$ cat config.mk
export PLATFORM = sky130hd
export DESIGN_NAME = collatz_inverse
export DESIGN_NICKNAME = d
export VERILOG_FILES = /design/src/rtl/collatz_pkg.sv /design/src/rtl/collatz_inv_step.sv /design/src/rtl/collatz_inverse.sv
export SDC_FILE = /design/constraint.sdc
export NUM_CORES = 1
export LEC_CHECK = 0
export CORE_MARGIN = 3
export CORE_UTILIZATION = 30
export CTS_CLUSTER_DIAMETER = 30
export CTS_CLUSTER_SIZE = 12
export DETAILED_ROUTE_END_ITERATION = 10
export PLACE_DENSITY = 0.46
export SLEW_MARGIN = 10
export SYNTH_ARGS = -nofsm -noshare
export SYNTH_HDL_FRONTEND = slang
export SYNTH_SLANG_ARGS = --single-unit
$ cat constraint.sdc
create_clock -name clk -period 5.2 [get_ports clk]
set_input_delay 1.04 -clock clk [delete_from_list [all_inputs] [get_ports clk]]
set_output_delay 1.04 -clock clk [all_outputs]
set_load 0.02 [all_outputs]
$ cat src/rtl/collatz_pkg.sv
// Shared constants for the inverse Collatz walker: FSM encoding, error codes, default width.
// Pure declarations; no logic, no latency, no flow control.
package collatz_pkg;

  localparam int W_DEFAULT = 16;

  localparam logic [1:0] ST_IDLE = 2'd0;
  localparam logic [1:0] ST_RUN  = 2'd1;
  localparam logic [1:0] ST_DONE = 2'd2;

  localparam logic [1:0] ERR_NONE = 2'b00;
  localparam logic [1:0] ERR_ODD  = 2'b01;
  localparam logic [1:0] ERR_OVF  = 2'b10;

endpackage

$ cat src/rtl/collatz_inv_step.sv
// One inverse Collatz step: code 0 un-halves (2n), code 1 un-triples ((n-1)/3), plus validity flags.
// Purely combinational, zero latency; no flow control.
module collatz_inv_step
  import collatz_pkg::*;
#(
  parameter int W = W_DEFAULT
) (
  input  logic [W-1:0] n,
  input  logic         code,
  output logic [W-1:0] next_n,
  output logic         odd_ok,
  output logic         ovf
);

  always_comb begin
    next_n = code ? ((n - W'(1)) / W'(3)) : {n[W-2:0], 1'b0};
    // n = 4 would un-triple to 1, which is the loop, not a real predecessor
    odd_ok = ((n % W'(6)) == W'(4)) && (n != W'(4));
    ovf    = n[W-1];
  end

endmodule

$ cat src/rtl/collatz_inverse.sv
// Reverse Collatz walker: applies up to MAXLEN programmed inverse steps to a seed, one per clock.
// Latency len+1 cycles from accepted start to done (k+2 on an error at step k); start ignored unless idle.
// Checks for bad odd steps and overflow are built only with COLLATZ_INV_CHECK_EN defined.
module collatz_inverse
  import collatz_pkg::*;
#(
  parameter int W      = W_DEFAULT,
  parameter int MAXLEN = 8
) (
  input  logic              clk,
  input  logic              rst,
  input  logic              start,
  input  logic [W-1:0]      seed,
  input  logic [MAXLEN-1:0] path,
  input  logic [3:0]        len,
  output logic              busy,
  output logic              done,
  output logic              err,
  output logic [1:0]        err_code,
  output logic [W-1:0]      n_out,
  output logic [3:0]        steps
);

  logic [1:0]        state;
  logic [MAXLEN-1:0] path_q;
  logic [3:0]        len_q;
  logic [3:0]        len_clamped;
  logic [W-1:0]      next_n;

  assign len_clamped = (len > 4'(MAXLEN)) ? 4'(MAXLEN) : len;

`ifdef COLLATZ_INV_CHECK_EN
  logic       odd_ok;
  logic       ovf;
  logic       err_q;
  logic [1:0] err_code_q;

  collatz_inv_step #(.W(W)) u_step (
    .n      (n_out),
    .code   (path_q[0]),
    .next_n (next_n),
    .odd_ok (odd_ok),
    .ovf    (ovf)
  );

  assign err      = err_q;
  assign err_code = err_code_q;
`else
  collatz_inv_step #(.W(W)) u_step (
    .n      (n_out),
    .code   (path_q[0]),
    .next_n (next_n),
    .odd_ok (),
    .ovf    ()
  );

  assign err      = 1'b0;
  assign err_code = ERR_NONE;
`endif

  always_ff @(posedge clk or posedge rst) begin
    if (rst) begin
      state  <= ST_IDLE;
      busy   <= 1'b0;
      done   <= 1'b0;
      n_out  <= '0;
      steps  <= '0;
      path_q <= '0;
      len_q  <= '0;
`ifdef COLLATZ_INV_CHECK_EN
      err_q      <= 1'b0;
      err_code_q <= ERR_NONE;
`endif
    end else begin
      case (state)
        ST_IDLE: begin
          done <= 1'b0;
          if (start) begin
            n_out  <= seed;
            path_q <= path;
            len_q  <= len_clamped;
            steps  <= '0;
            busy   <= 1'b1;
            state  <= ST_RUN;
`ifdef COLLATZ_INV_CHECK_EN
            err_q      <= 1'b0;
            err_code_q <= ERR_NONE;
`endif
          end
        end

        ST_RUN: begin
`ifdef COLLATZ_INV_CHECK_EN
          // A flagged step spends one more cycle in RUN before DONE
          if (err_q || (steps == len_q)) begin
            state <= ST_DONE;
            busy  <= 1'b0;
            done  <= 1'b1;
          end else if (!path_q[0] && ovf) begin
            err_q      <= 1'b1;
            err_code_q <= ERR_OVF;
          end else if (path_q[0] && !odd_ok) begin
            err_q      <= 1'b1;
            err_code_q <= ERR_ODD;
          end else begin
            n_out  <= next_n;
            steps  <= steps + 4'd1;
            path_q <= path_q >> 1;
          end
`else
          if (steps == len_q) begin
            state <= ST_DONE;
            busy  <= 1'b0;
            done  <= 1'b1;
          end else begin
            n_out  <= next_n;
            steps  <= steps + 4'd1;
            path_q <= path_q >> 1;
          end
`endif
        end

        ST_DONE: begin
          done  <= 1'b0;
          state <= ST_IDLE;
        end

        default: begin
          state <= ST_IDLE;
          busy  <= 1'b0;
          done  <= 1'b0;
        end
      endcase
    end
  end

endmodule

Figure 1. Met2 routing (run 1).
Cells faint in the background.
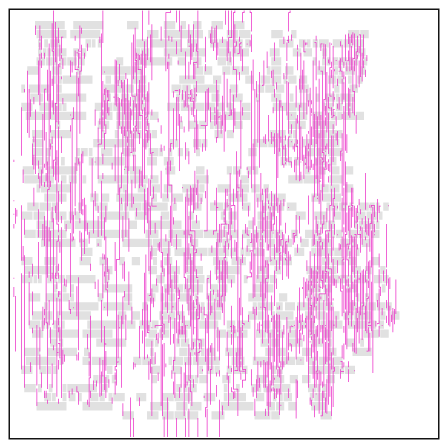
share of all routed wire: 47%
nets with wire on the layer: 728
main direction: vertical
longest straight run: 51.0 um

Figure 2. I/O nets highlighted (run 1).
Bar = 50 um.
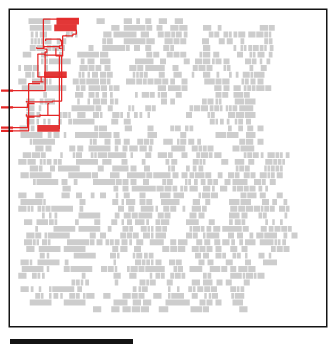
legend:
  red:
    port: `steps`
    bits: 4
    direction: output
    end_cells: 4
    buffers: 4
    wire: 281 um

==> impl.org, run 1 <==
#+TITLE: Flow metrics

** Synth
- Parity-gate share of the synthesized area counting xor and xnor cells :: 7.418%
- After synthesis, the share of flip-flops with an asynchronous set or reset is 100.0%.
- Netlist area before placement :: 0.004487 mm2
- Yosys attributes the largest share of cell area to dfrtp_1, nand2_1, o21ai_0.
- Number of enable flip-flop cells :: 0
- Synth Seq Share :: 20.08%
- Flip-flop and latch count after synthesis :: 36
- Complex Gates by Area :: 32.91%
- Post-Synthesis Mean Instance Area :: 7.044 um2
- Cells after synthesis :: 637
- Yosys stat chip area :: 0.004487 mm2
- Among the non-sequential cells, AND-OR/OR-AND gates take the most area.
- The commonest cells after synthesis are nand2_1, nor2_1, o21ai_0.

** Placement
- Input and output buffers added on the ports amount to 52.
- In the placement report, post-DP HPWL is listed as 13430 um.
- The post-placement cell area is 0.006230 mm2.

** Global routing
- Routing resource usage on met2 recorded by global route was 36.19%.
- Met1 Resource Use GR :: 29.28%
- For this run, global-route usage on met3 was measured as 1.583%.
- Vias in the first global route :: 5629

** Timing
- Max Slew Vio Count :: 0
- After layout, the setup clock skew is reported as 0.002210 ns.
- In the final report, the number of endpoints failing setup comes to 1.
- The max-slew check reports its worst relative slack as 33.63%.
- The pin closest to its max-slew limit shows a slew of 0.9935 ns.
- Shortest clock period the worst path allows after layout :: 5.301 ns
- The critical path in the final layout is reported with a setup slack of -0.1015 ns.
- Tightest hold margin :: 0.4851 ns

** Final layout
- Per the layout area report, the combinational fraction of cell area is 53.16%.
- Fill cells in the final layout number 1486.
- At the end of the flow, the number of nets in the layout was 863.
- The register with the most flip-flops in the layout has 16 of them.
- The finished cells cover 0.006943 mm2.
- For this run, the script counts the antenna cells in the layout as 0.
- Number of cells in the finished layout apart from fillers :: 1013
- Area growth from synthesis to final layout :: 54.74%
- In the final layout, the multi-input gates occupy 0.003691 mm2.
- Per the final report, the share of cell area in non-clock buffers is 27.61%.
- The layout has 6 clock buffers.

** Setup path
- Cell family with the largest share of critical-path delay :: AND-OR/OR-AND gates
- Path length in cells of the critical path :: 24
- Critical path's largest stage delay :: 0.43 ns
- Critical-path cell with the highest stage delay :: dfrtp_2
- Count of cells along the worst register-to-register path :: 24
- The critical path maximum fanout is 9.
- The capture point of the worst register-to-register path is recorded as n_out[0].
- Data arrival time of the critical path :: 5.47 ns

** Detailed routing
- Per the detail_route log, met3 wirelength is 638 um.
- Detail-routed via count per cell :: 5.549
- After detailed routing, the average wire length per cell comes to 17.40 um.
- Summed over all nets, wire length on met2 after detailed routing comes to 8343 um.

** Job
- Max-cap viol count :: 0

** Die
- Floorplan Core Area :: 0.01459 mm2
- Floorplan die area :: 0.01646 mm2

** Run status
- The checks that failed: setup timing.
- Outcome :: complete, but fails checks

** Worst hold path
- The number of cells on the worst hold path is listed as 1.
- In the hold report, the worst path ends at busy.

** Clock network
- Post-cts sizing count :: 47
- Clock-pin slew of the registers on the worst-case setup and hold paths :: 0.06 ns
Figure 3. Register map, names as in the netlist (run 1).
Other sequential cells in the stronger grey, the rest of the logic in the fainter grey.
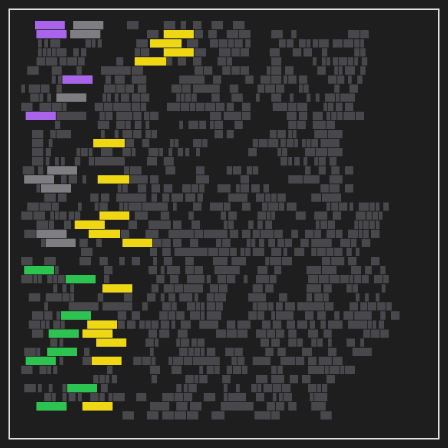
legend:
  green:
    netlist_name: `path_q`
    flops: 8
    where: bottom left
  purple:
    netlist_name: `len_q`
    flops: 4
    where: top left
  yellow:
    netlist_name: `n_out`
    flops: 16

## Run 2: what changed since run 1
--- a/config.mk
+++ b/config.mk
@@ -11,6 +11,7 @@
 export CTS_CLUSTER_SIZE = 12
 export DETAILED_ROUTE_END_ITERATION = 10
 export PLACE_DENSITY = 0.46
+export SKIP_LAST_GASP = 1
 export SLEW_MARGIN = 10
 export SYNTH_ARGS = -nofsm -noshare
 export SYNTH_HDL_FRONTEND = slang
Figure 4. Met2 routing (run 2).
Cells faint in the background.
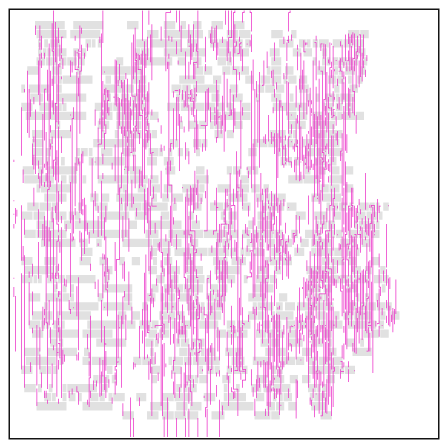
nets with wire on the layer: 728
main direction: vertical
wire length on this layer: 8340 um
share of all routed wire: 47%
longest straight run: 51.0 um

==> impl.org, run 2 <==
#+TITLE: Flow metrics

** Placement
- HPWL after detailed placement :: 13430 um (unchanged)
- The number of port buffers is 52 (unchanged).
- Setup slack after placement :: -0.4911 ns (unchanged)
- Placed Instance Area :: 0.006230 mm2 (unchanged)

** Final layout
- Number of cells in the finished layout apart from fillers :: 1013 (unchanged)
- The multi-input gate share of the layout cell area was 53.16% (unchanged).
- Clock Buffer Count :: 6 (unchanged)
- Area growth from synthesis to final layout :: 54.74% (unchanged)
- The final layout net count was 863 (unchanged).
- The antenna cell count was 0 (unchanged).
- Total non-filler cell area in the finished layout :: 0.006943 mm2 (unchanged)
- Number of flip-flops in the largest register :: 16 (unchanged)
- Footprint of the multi-input gates :: 0.003691 mm2 (unchanged)
- The total of fill cells in the finished design came to 1486 (unchanged).
- Buffer share of cell area :: 27.61% (unchanged)

** Job
- The total of max-cap violations is 0 (unchanged).

** Setup path
- The largest incremental delay on the critical path came to 0.43 ns (about the same).
- The worst reg2reg path depth came to 24 (unchanged).
- CP Max Fanout :: 9 (unchanged)
- R2R Path End :: n_out[0] (unchanged)
- The endpoint arrival time on the critical path was 5.47 ns (about the same).
- Cell-by-cell listing of the critical path :: buf_6, nor4_4, buf_4, nand4_1, xor2_1, buf_4, buf_6, nor2_1, o311ai_1, nand4_1, o21a_2, o221ai_1, a211oi_2, a31o_2, o21bai_1, mux2_4, mux2i_4, ha_2, nor2b_4, or3_1, a31oi_1, o32ai_1, nand3_1, a32o_1 (unchanged)
- Cell family with the largest share of critical-path delay :: AND-OR/OR-AND gates (unchanged)
- The cell with the largest stage delay on the worst path is dfrtp_2 (unchanged).
- Endpoint kind of the worst setup timing path :: flip-flop (unchanged)

** Detailed routing
- The routed wirelength normalized by instance count was 17.40 um (unchanged).
- The met2 wire length came to 8343 um (unchanged).
- The met3 wirelength from detailed routing was 638 um (unchanged).

** Synth
- Largest family of logic cells by area :: AND-OR/OR-AND gates (unchanged)
- The flip-flop and latch count after synthesis came to 36 (unchanged).
- The share of async-settable or async-resettable flops after synthesis came to 100.0% (unchanged).
- The number of standard cells after synthesis was 637 (unchanged).
- Complex Gates by Area :: 32.91% (unchanged)
- The netlist area before placement is 0.004487 mm2 (unchanged).
- Main area contributors :: dfrtp_1, nand2_1, o21ai_0 (unchanged)
- Synth Seq Share :: 20.08% (unchanged)
- Yosys stat chip area :: 0.004487 mm2 (unchanged)
- Number of enable flip-flop cells :: 0 (unchanged)
- Parity-gate share of the synthesized area counting xor and xnor cells :: 7.418% (unchanged)
- Synth cell count leaders :: nand2_1, nor2_1, o21ai_0 (unchanged)
- Post-Synthesis Mean Instance Area :: 7.044 um2 (unchanged)

** Worst hold path
- The worst hold endpoint is busy (unchanged).
- Cell count of the worst hold path :: 1 (unchanged)

** Timing
- The worst hold slack came to 0.4851 ns (unchanged).
- The portion of the clock cycle consumed by the worst path in the final layout is 102.0% (unchanged).
- Setup repair after global routing missed its margin: true (unchanged).
- The minimum period implied by the final worst setup slack is 5.301 ns (unchanged).
- Final number of setup-violating endpoints :: 1 (unchanged)
- The minimum setup slack in the final design is -0.1015 ns (unchanged).
- The largest clock skew in the final design came to 0.002210 ns (unchanged).
- The max-slew headroom at the worst pin was 33.63% (unchanged).
- Max Slew Vio Count :: 0 (unchanged)
- Pin slew with the least headroom to its limit :: 0.9935 ns (unchanged)

** Clock network
- The post-cts gate resize count came to 47 (unchanged).

** Global routing
- The number of global-route vias before repair came to 5629 (unchanged).
- The global routing usage on met3 came to 1.583% (unchanged).

** Run status
- Failing checks: setup timing (unchanged).
- Outcome :: complete, but fails checks (unchanged)

** Die
- Floorplan Core Area :: 0.01459 mm2 (unchanged)
- Floorplan die area :: 0.01646 mm2 (unchanged)
Figure 5. Routing congestion (run 2).
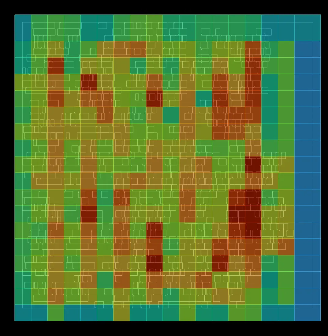
all-layer global routing usage: 21.42%
met1 Resource Use GR: 29.28%
Post-Route Utilization: 47.59%
met2 capacity usage during global routing: 36.19%
busiest metal layer after global routing: met2

## Run 3: what changed since run 2
--- a/config.mk
+++ b/config.mk
@@ -10,7 +10,9 @@
 export CTS_CLUSTER_DIAMETER = 30
 export CTS_CLUSTER_SIZE = 12
 export DETAILED_ROUTE_END_ITERATION = 10
+export GPL_TIMING_DRIVEN = 0
 export PLACE_DENSITY = 0.46
+export SETUP_SLACK_MARGIN = 0.5
 export SKIP_LAST_GASP = 1
 export SLEW_MARGIN = 10
 export SYNTH_ARGS = -nofsm -noshare
Figure 6. I/O nets highlighted (run 3).
Bar = 50 um.
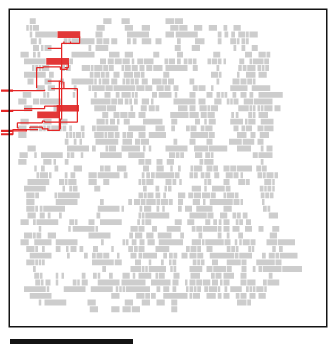
legend:
  red:
    port: `steps`
    bits: 4
    direction: output
    end_cells: 4
    buffers: 4
    wire: 231 um

Figure 7. Routing congestion (run 3).
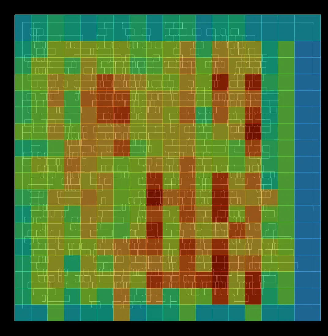
Post-Route Utilization: 45.72%
met2 capacity usage during global routing: 34.94%
met3 Usage GRT: 3.417%

==> impl.org, run 3 <==
#+TITLE: Flow metrics

** Detailed routing
- Detailed-route wire length per cell :: 18.77 um (was 17.40 um)
- Detail-routed via count per cell :: 5.766 (was 5.549)
- The met3 wirelength from detailed routing is 934 um (was 638 um).
- The met2 wire length was 8674 um (was 8343 um).

** Final layout
- The number of clock buffer instances in the layout is 6 (unchanged).
- Buffer share of cell area :: 21.08% (was 27.61%)
- The total of fill cells in the finished design came to 1449 (was 1486).
- Number of cells in the finished layout apart from fillers :: 949 (was 1013)
- Number of flip-flops in the largest register :: 16 (unchanged)
- The multi-input gate share of the layout cell area is 58.99% (was 53.16%).
- The final standard cell area without fillers came to 0.006670 mm2 (was 0.006943 mm2).
- Footprint of the multi-input gates :: 0.003935 mm2 (was 0.003691 mm2)
- The antenna cell count came to 0 (unchanged).
- Area growth from synthesis to final layout :: 48.66% (was 54.74%)

** Timing
- The portion of the clock cycle consumed by the worst path in the final layout is 110.3% (was 102.0%).
- Pin slew with the least headroom to its limit :: 0.9764 ns (was 0.9935 ns)
- The max-slew headroom at the worst pin is 34.69% (was 33.63%).
- Final number of setup-violating endpoints :: 2 (was 1)
- Final worst slack :: -0.5354 ns (was -0.1015 ns)
- Tightest hold margin :: 0.4890 ns (was 0.4851 ns)
- The largest clock skew in the final design came to 0.008882 ns (was 0.002210 ns).
- The total count of max-transition violations in the final report is 0 (unchanged).
- The minimum period implied by the final worst setup slack is 5.735 ns (was 5.301 ns).

** Setup path
- The largest fanout on the critical path was 10 (was 9).
- Data arrival time of the critical path :: 5.91 ns (was 5.47 ns)
- Critical-path cell with the highest stage delay :: dfrtp_2 (unchanged)
- The gate family responsible for the most delay along the worst path is AND-OR/OR-AND gates (unchanged).
- Critical path's largest stage delay :: 0.41 ns (was 0.43 ns)
- The endpoint of the most critical register-to-register path is n_out[0] (unchanged).
- Endpoint kind of the worst setup timing path :: flip-flop (unchanged)
- Path length in cells of the critical path :: 27 (was 24)

** Synth
- Yosys stat chip area :: 0.004487 mm2 (unchanged)
- The sequential area share after synthesis is 20.08% (unchanged).
- Complex Gates by Area :: 32.91% (unchanged)
- The area share of the largest cell type after synthesis is 20.08% (unchanged).
- Parity-gate share of the synthesized area counting xor and xnor cells :: 7.418% (unchanged)
- The flip-flop and latch count after synthesis came to 36 (unchanged).
- Synth cell count leaders :: nand2_1, nor2_1, o21ai_0 (unchanged)
- Synth Flop Type :: dfrtp_1 (unchanged)
- The share of async-settable or async-resettable flops after synthesis came to 100.0% (unchanged).
- The main logic family after synthesis was AND-OR/OR-AND gates (unchanged).
- Main area contributors :: dfrtp_1, nand2_1, o21ai_0 (unchanged)
- The number of standard cells after synthesis came to 637 (unchanged).
- Post-Synthesis Mean Instance Area :: 7.044 um2 (unchanged)

** Global routing
- The number of global-route vias before repair is 5244 (was 5629).
- Busiest metal layer after global routing :: met2 (unchanged)
- The total global routing track utilization is 20.81% (was 21.42%).

** Die
- The core area was 0.01459 mm2 (unchanged).
- The die area was 0.01646 mm2 (unchanged).
- The top-level port count is 56 (unchanged).

** Job
- Max-cap viol count :: 0 (unchanged)

** Run status
- Outcome :: complete, but fails checks (unchanged)
- Failing checks: setup timing (unchanged).

** Placement
- The total cell area at the placement stage came to 0.005388 mm2 (was 0.006230 mm2).
- Port Buf Inserts :: 52 (unchanged)

** Clock network
- Post-cts sizing count :: 60 (was 47)
- Clock-pin slew of the registers on the worst-case setup and hold paths :: 0.06 ns (about the same)
